Design act_vector_serializer, sky130hd; sources not shown.
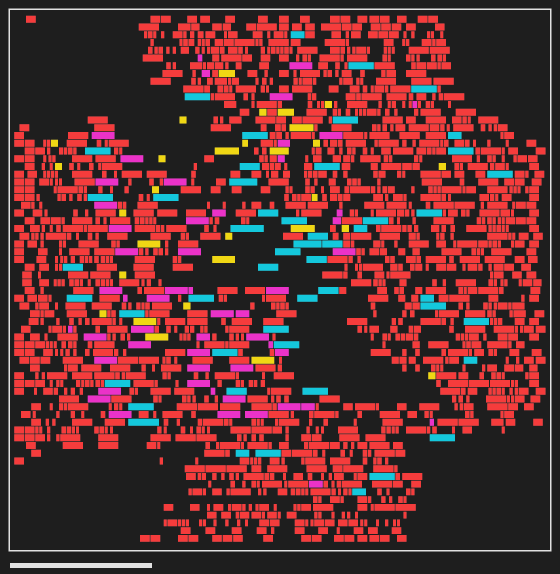
Run 1: cell sizes after repair
Bar = 50 um.
[red] x1 and smaller | cells: 1550 | most used: nand2_1
[magenta] x2 | cells: 53 | most used: mux4_2
[cyan] x6 and larger | cells: 50 | most used: clkbuf_16
[yellow] x3 and x4 | cells: 29 | most used: buf_4
design area: 0.0160 mm2
number of non-clock buffers in the layout: 324

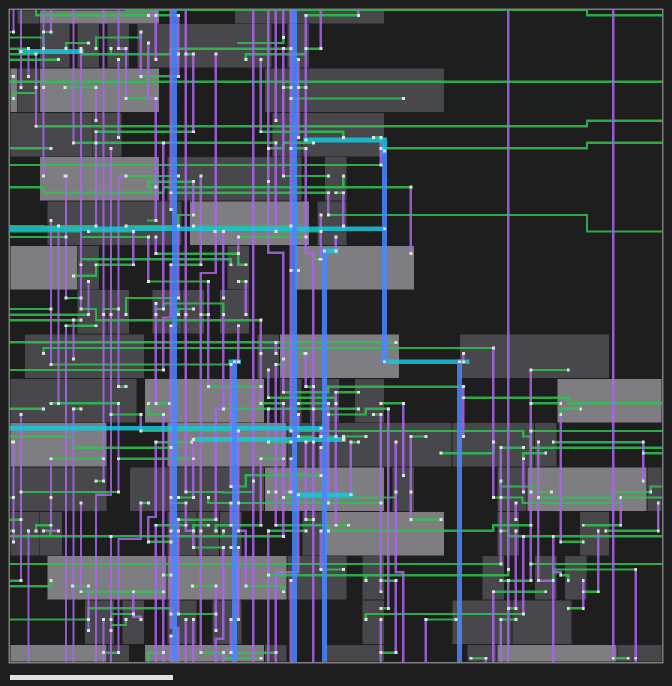
Run 1: layout detail
Bar = 10 um. Region (75, 37) to (115, 77) um. Cells in gray, sequential cells in the stronger gray; small squares are vias.
[blue] M4
[purple] M2
[cyan] M3
[green] M1
cells with their middle in the window: 74
most frequent: nand2_1 (24), a21oi_1 (17), dfxtp_1 (15)
sequential cells in the window: 15

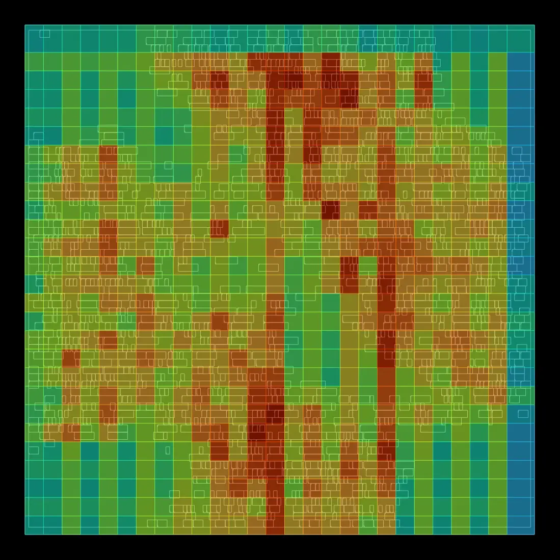
Run 1: routing congestion map
met1 Use GR: 0.274
final design utilization: 0.465
drt wl/cell: 18.1 um
met2 GRT Util: 0.348
overall global routing resource usage: 0.209

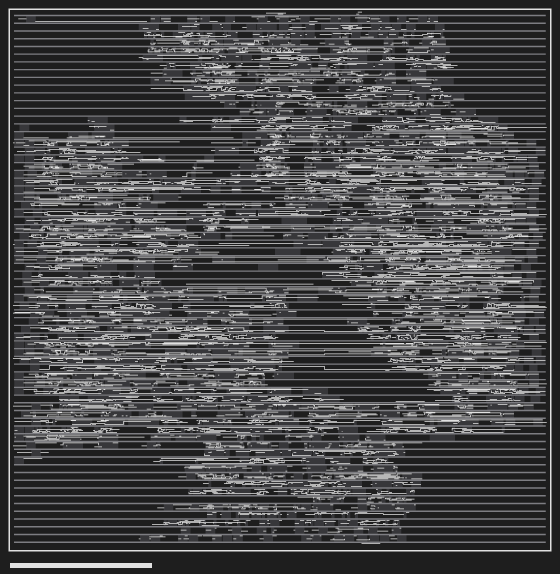
Run 1: metal 1
Bar = 50 um. Supply wires on this layer in gray.
main direction: horizontal
wire length on this layer: 16700 um
Routed WL: 38600 um
Via Count: 10800

==> impl_metrics.py, run 1 <==
# Metrics from the implementation run
metrics = {
    "status": {
        "status": "complete, no violations",
    },
    "flow_run": {
        "maxCapViolations": 0,
        "tool_warnings": 28,
    },
    "grt": {
        "grt_pass1_vias": 10500,
        "grt_pass1_wl_um": 58000,
        "grt_max_degree": 96,
    },
    "place": {
        "dp_hpwl_um": 28500,
        "dp_slack_ps": 201,
        "portBuffers": 295,
        "place_area_mm2": 0.0149,
    },
    "timing": {
        "tightest_slew_ps": 696,
        "hold_violations": 0,
        "fmax_ghz": 0.300,
        "final-setup-viol-count": 0,
        "finalCritPeriodShare": 0.990,
        "finalClockSkew_ps": 13.9,
        "post-route-worst-setup-slack_ps": 32.6,
        "rsz0062_at_grt": "true",
        "finalCriticalPeriod_ps": 3340,
    },
    "cts": {
        "clk_pin_slew_ps": 60,
        "cts_hold_repair.buffers": 0,
        "clk_path_buf_depth": 3,
        "cts_tree": "yes",
        "numCtsBuffers": 29,
        "htree_levels": 1,
        "clock_sinks": 269,
    },
    "setup_path": {
        "cp_slowest_stage_delay_ps": 540,
        "cp.required_ps": 2700,
        "critPathSlowestCell": "clkdlybuf4s50_1",
        "cp_max_fo": 45,
        "reg2reg_depth": 7,
        "cp_data_arrival_time_ps": 2660,
    },
    "synthesis": {
        "synth_seq_share": 0.464,
        "syn_area_mm2": 0.0116,
        "avgSynthCellArea_um2": 8.16,
        "async_reset_ff_frac": 0,
        "synth-seq-cells": 269,
        "top_cells_by_area": "dfxtp_1 46%, nand2_1 17%, a21oi_1 12%",
        "syn_inst": 1423,
        "synth.net_count": 1697,
        "synth-xor-area-share": 0.00226,
        "synth.distinct_cells": 37,
        "yosys.area_share.aoi": 0.153,
        "synthFlopType": "dfxtp_1",
        "ys_cells": 1423,
    },
    "layout": {
        "fillers": 3382,
        "seqCellArea_mm2": 0.00540,
        "instances_no_fill": 2138,
        "logic_area_mm2": 0.00580,
        "largest_reg_flops": 256,
        "area_growth_pct": 38.2,
        "drive_above_1_share": 0.0785,
    },
    "floorplan": {
        "io-pin-count": 296,
        "fp.dieH_um": 190,
        "placementRows": 68,
        "die-area_mm2": 0.0359,
    },
    "worst_hold_path": {
        "hp-class": "reg -> reg",
        "whs_path_depth": 2,
    },
    "drt": {
        "avgViaCountPerCell": 5.04,
        "postRouteAntennaNets": 0,
        "post-route-drc-count": 0,
    },
    "power": {
        "power_density_mw_per_mm2": 471,
        "ir_worst_vdd_v": 0.000340,
    },
}
run 1: worst max-delay path, delay by kind of cell, from the launching register on:
kind / cells / cell delay (ps)
mux: 1 / 450
simple gates: 1 / 110
compound gates: 2 / 280
buf+inv: 2 / 860
flops: 1 / 390
run 1: cells in the final DEF, fill, tap and decap left out, types with 14 or more instances in the layout:
cell	synthesis	layout
nand2_1	537	537
clkdlybuf4s50_1	0	278
a21oi_1	270	268
dfxtp_1	269	266
mux2i_1	75	64
mux4_2	34	34
a22oi_1	33	33
clkbuf_16	0	29
nand3_1	21	21
buf_4	10	16
o21ai_0	16	14
run 1: timing repair:
item | in CTS | in global routing
endpoints found under the setup margin | 21 | 9
resized | 35 | 12
endpoints found under the hold margin | 0 | 0
buffers inserted | 0 | 3
cloned | 1 | 0
pin swaps | 0 | 2
run 1: where the power goes:
part	internal (uW)	total [uW]	switching, uW
logic	531	1040	508
clock network	1780	3060	1280
registers	3360	3460	98.0
run 1: cell type report:
type | instances | area share
well taps | 455 | 0.0355
multi-input cells | 1034 | 0.361
diodes | 1 | 0.000156
flip-flops and latches | 269 | 0.336
repair buffers | 324 | 0.209
inverters | 3 | 0.000702
clock inverters | 11 | 0.00515
clock buffers | 41 | 0.0518
run 1: synthesized netlist by cell type (all sizes together) (3+ instances only):
cell    instances
a21o            4
o21ai          16
a21oi         270
clkbuf         53
mux2i          75
nor3            3
buf            64
nand3          21
ha              5
mux4           34
nand2         537
inv             3
a22oi          33
dfxtp         269
and2            5
nor2            7
run 1: metal layers:
metal	track usage	vias to the layer above	part of all wire
li1	-	5264	-
met1	0.274	5031	0.43
met2	0.348	417	0.47
met3	0.0350	71	0.070
met4	0.0658	0	0.031
met5	0	-	0
--- run 2 (diff from run 1) ---
- GPL_ROUTABILITY_DRIVEN: default -> 0
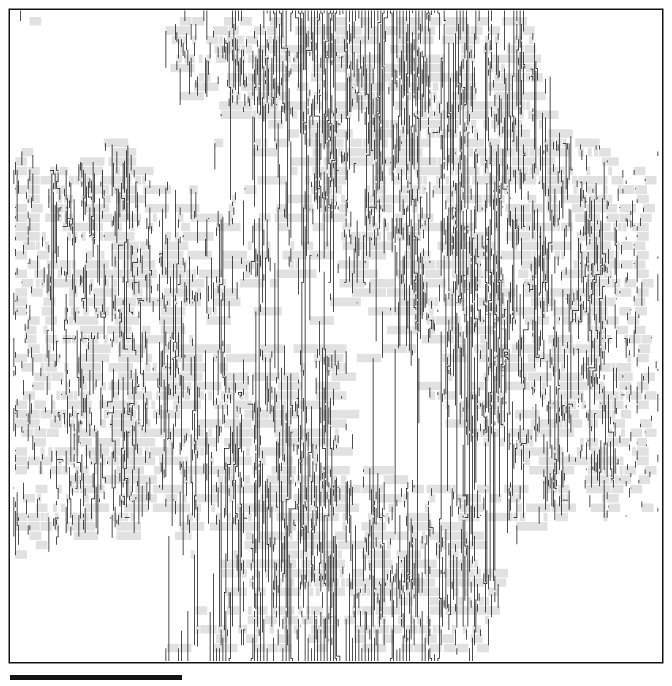
Run 2: the metal 2 layer
Bar = 50 um.
wire length on this layer: 18000 um
share of all routed wire: 47%
longest straight run: 86.7 um

==> impl_metrics.py, run 2 <==
# Metrics from the implementation run
metrics = {
    "timing": {
        "finalCritPeriodShare": 0.990,
        "finalCriticalPeriod_ps": 3340,
        "max-slew-margin-rel": 0.534,
        "finalClockSkew_ps": 13.9,
        "fmax_ghz": 0.300,
        "final-setup-viol-count": 0,
        "rsz0062_at_grt": "true",
        "tightest_slew_ps": 696,
        "hold_violations": 0,
    },
    "worst_hold_path": {
        "hp-class": "reg -> reg",
        "whs_path_depth": 2,
    },
    "setup_path": {
        "cp.required_ps": 2700,
        "cp_data_arrival_time_ps": 2660,
        "critPathSlowestCell": "clkdlybuf4s50_1",
        "cp_slowest_stage_delay_ps": 540,
        "path_cells": "buf_16, mux2i_1, a22oi_1, nand3_1, o21ai_0, clkdlybuf4s50_1",
        "cp_max_fo": 45,
        "reg2reg_depth": 7,
        "regToRegSetupSlack_ps": 750,
    },
    "layout": {
        "area_growth_pct": 38.2,
        "layout_top_cell": "nand2_1",
        "layout_top_cells": "537 x nand2_1, 278 x clkdlybuf4s50_1, 268 x a21oi_1, 266 x dfxtp_1, 64 x mux2i_1",
        "drive_above_1_share": 0.0785,
        "stdcell_area_mm2": 0.0160,
        "largest_reg_flops": 256,
    },
    "drt": {
        "avgViaCountPerCell": 5.04,
        "wire_per_inst_um": 18.1,
        "highest_layer": "met4",
        "route.vias.total": 10800,
        "drt-total-wl_um": 38600,
        "routed-wl-met3_um": 2710,
        "post-route-drc-count": 0,
        "wirelength_met1_um": 16700,
        "wl_met2_um": 18000,
        "postRouteAntennaNets": 0,
    },
    "grt": {
        "grt.met1_usage": 0.274,
        "antenna_found_initial": 2,
        "grt_max_degree": 96,
        "track_usage": 0.209,
        "busiest_layer": "met2",
        "use_met3": 0.0350,
        "grt_pass1_vias": 10500,
        "grt_pass1_wl_um": 58000,
        "use_met2": 0.348,
    },
    "synthesis": {
        "ys_cells": 1423,
        "syn_inst": 1423,
        "synth.net_count": 1697,
        "synth-seq-cells": 269,
        "top_cells_by_count": "537 x nand2_1, 270 x a21oi_1, 269 x dfxtp_1",
        "synth.distinct_cells": 37,
        "top_cells_by_area": "dfxtp_1 46%, nand2_1 17%, a21oi_1 12%",
        "synthFlopType": "dfxtp_1",
        "avgSynthCellArea_um2": 8.16,
        "synth_seq_share": 0.464,
        "async_reset_ff_frac": 0,
        "top_area_cell": "dfxtp_1",
        "syn_area_mm2": 0.0116,
        "synth.most_common_cell": "nand2_1",
        "edf_count": 0,
        "synth.top_cell.area_share": 0.464,
    },
    "power": {
        "p_leak_uw": 0.00579,
        "ir_worst_vdd_v": 0.000340,
        "power_density_mw_per_mm2": 471,
    },
    "place": {
        "portBuffers": 295,
        "dp_hpwl_um": 28500,
        "place_area_mm2": 0.0149,
    },
    "cts": {
        "htree_levels": 1,
        "clock_sinks": 269,
        "clk_pin_slew_ps": 60,
        "clk_path_buf_depth": 3,
        "numCtsBuffers": 29,
        "cts_tree": "yes",
    },
    "status": {
        "status": "complete, no violations",
    },
    "flow_run": {
        "tool_warnings": 28,
        "maxCapViolations": 0,
    },
    "floorplan": {
        "fp.dieH_um": 190,
        "die-area_mm2": 0.0359,
        "coreArea_mm2": 0.0345,
        "placementRows": 68,
        "io-pin-count": 296,
    },
}
## run 2: cell counts after synthesis
Identical to the previous run, type by type.
## run 2: kinds of logic (layout without fill, tap and decap cells)
logic type | count (synthesis) | after routing | share of synthesized area
DFF | 269 | 269 | 0.464
and+or+nand+nor | 585 | 585 | 0.196
buffers and inverters | 120 | 379 | 0.0476
other | 0 | 1 | 0
adders and majority gates | 6 | 6 | 0.00711
muxes | 109 | 109 | 0.131
AOI/OAI and AO/OA | 331 | 331 | 0.153
xor gates and xnor gates | 3 | 3 | 0.00226
## run 2: final cells by class
class	instances	area [um2]
Tap cell	455	569
Inverter	3	11.3
Clock buffer	41	831
Fill cell	3382	18500
Sequential cell	269	5400
Clock inverter	11	82.6
Multi-Input combinational cell	1034	5800
Timing Repair Buffer	324	3360
Antenna cell	1	2.50
## run 2: timing repair
action | in CTS | in global routing
setup buffers | 0 | 3
gates resized | 35 | 12
pin swaps | 0 | 2
endpoints found under the setup margin | 21 | 9
gates cloned | 1 | 0
hold endpoints to repair | 0 | 0
hold buffers | 0 | 0
## run 2: worst max-delay path, delay by kind of cell, from the launching register on
kind / cells / cell delay (ps)
flops: 1 / 390
mux: 1 / 450
simple gates: 1 / 110
buf+inv: 2 / 860
compound gates: 2 / 280
## run 2: metrics by stage
stage / setup slack [ps] / total power [uW] / hold WS, ps / utilization / std cells
finish: 32.6 / 7560 / 452 / 0.465 / 2138
global placement: 243 / 4540 / 440 / 0.433 / 2081
detailed placement: 201 / 4550 / 446 / 0.433 / 2081
CTS: -13.1 / 7610 / 454 / 0.463 / 2134
floorplan: 1090 / 3990 / 433 / - / 1423
global route: -55.7 / 7860 / 468 / 0.465 / 2138
## run 2: report_power, final
group | switching [uW] | internal, uW
Sequential | 98.0 | 3360
Clock | 1280 | 1780
Combinational | 508 | 531
Power figures rest on the tool's default switching activity, not on a simulated workload.
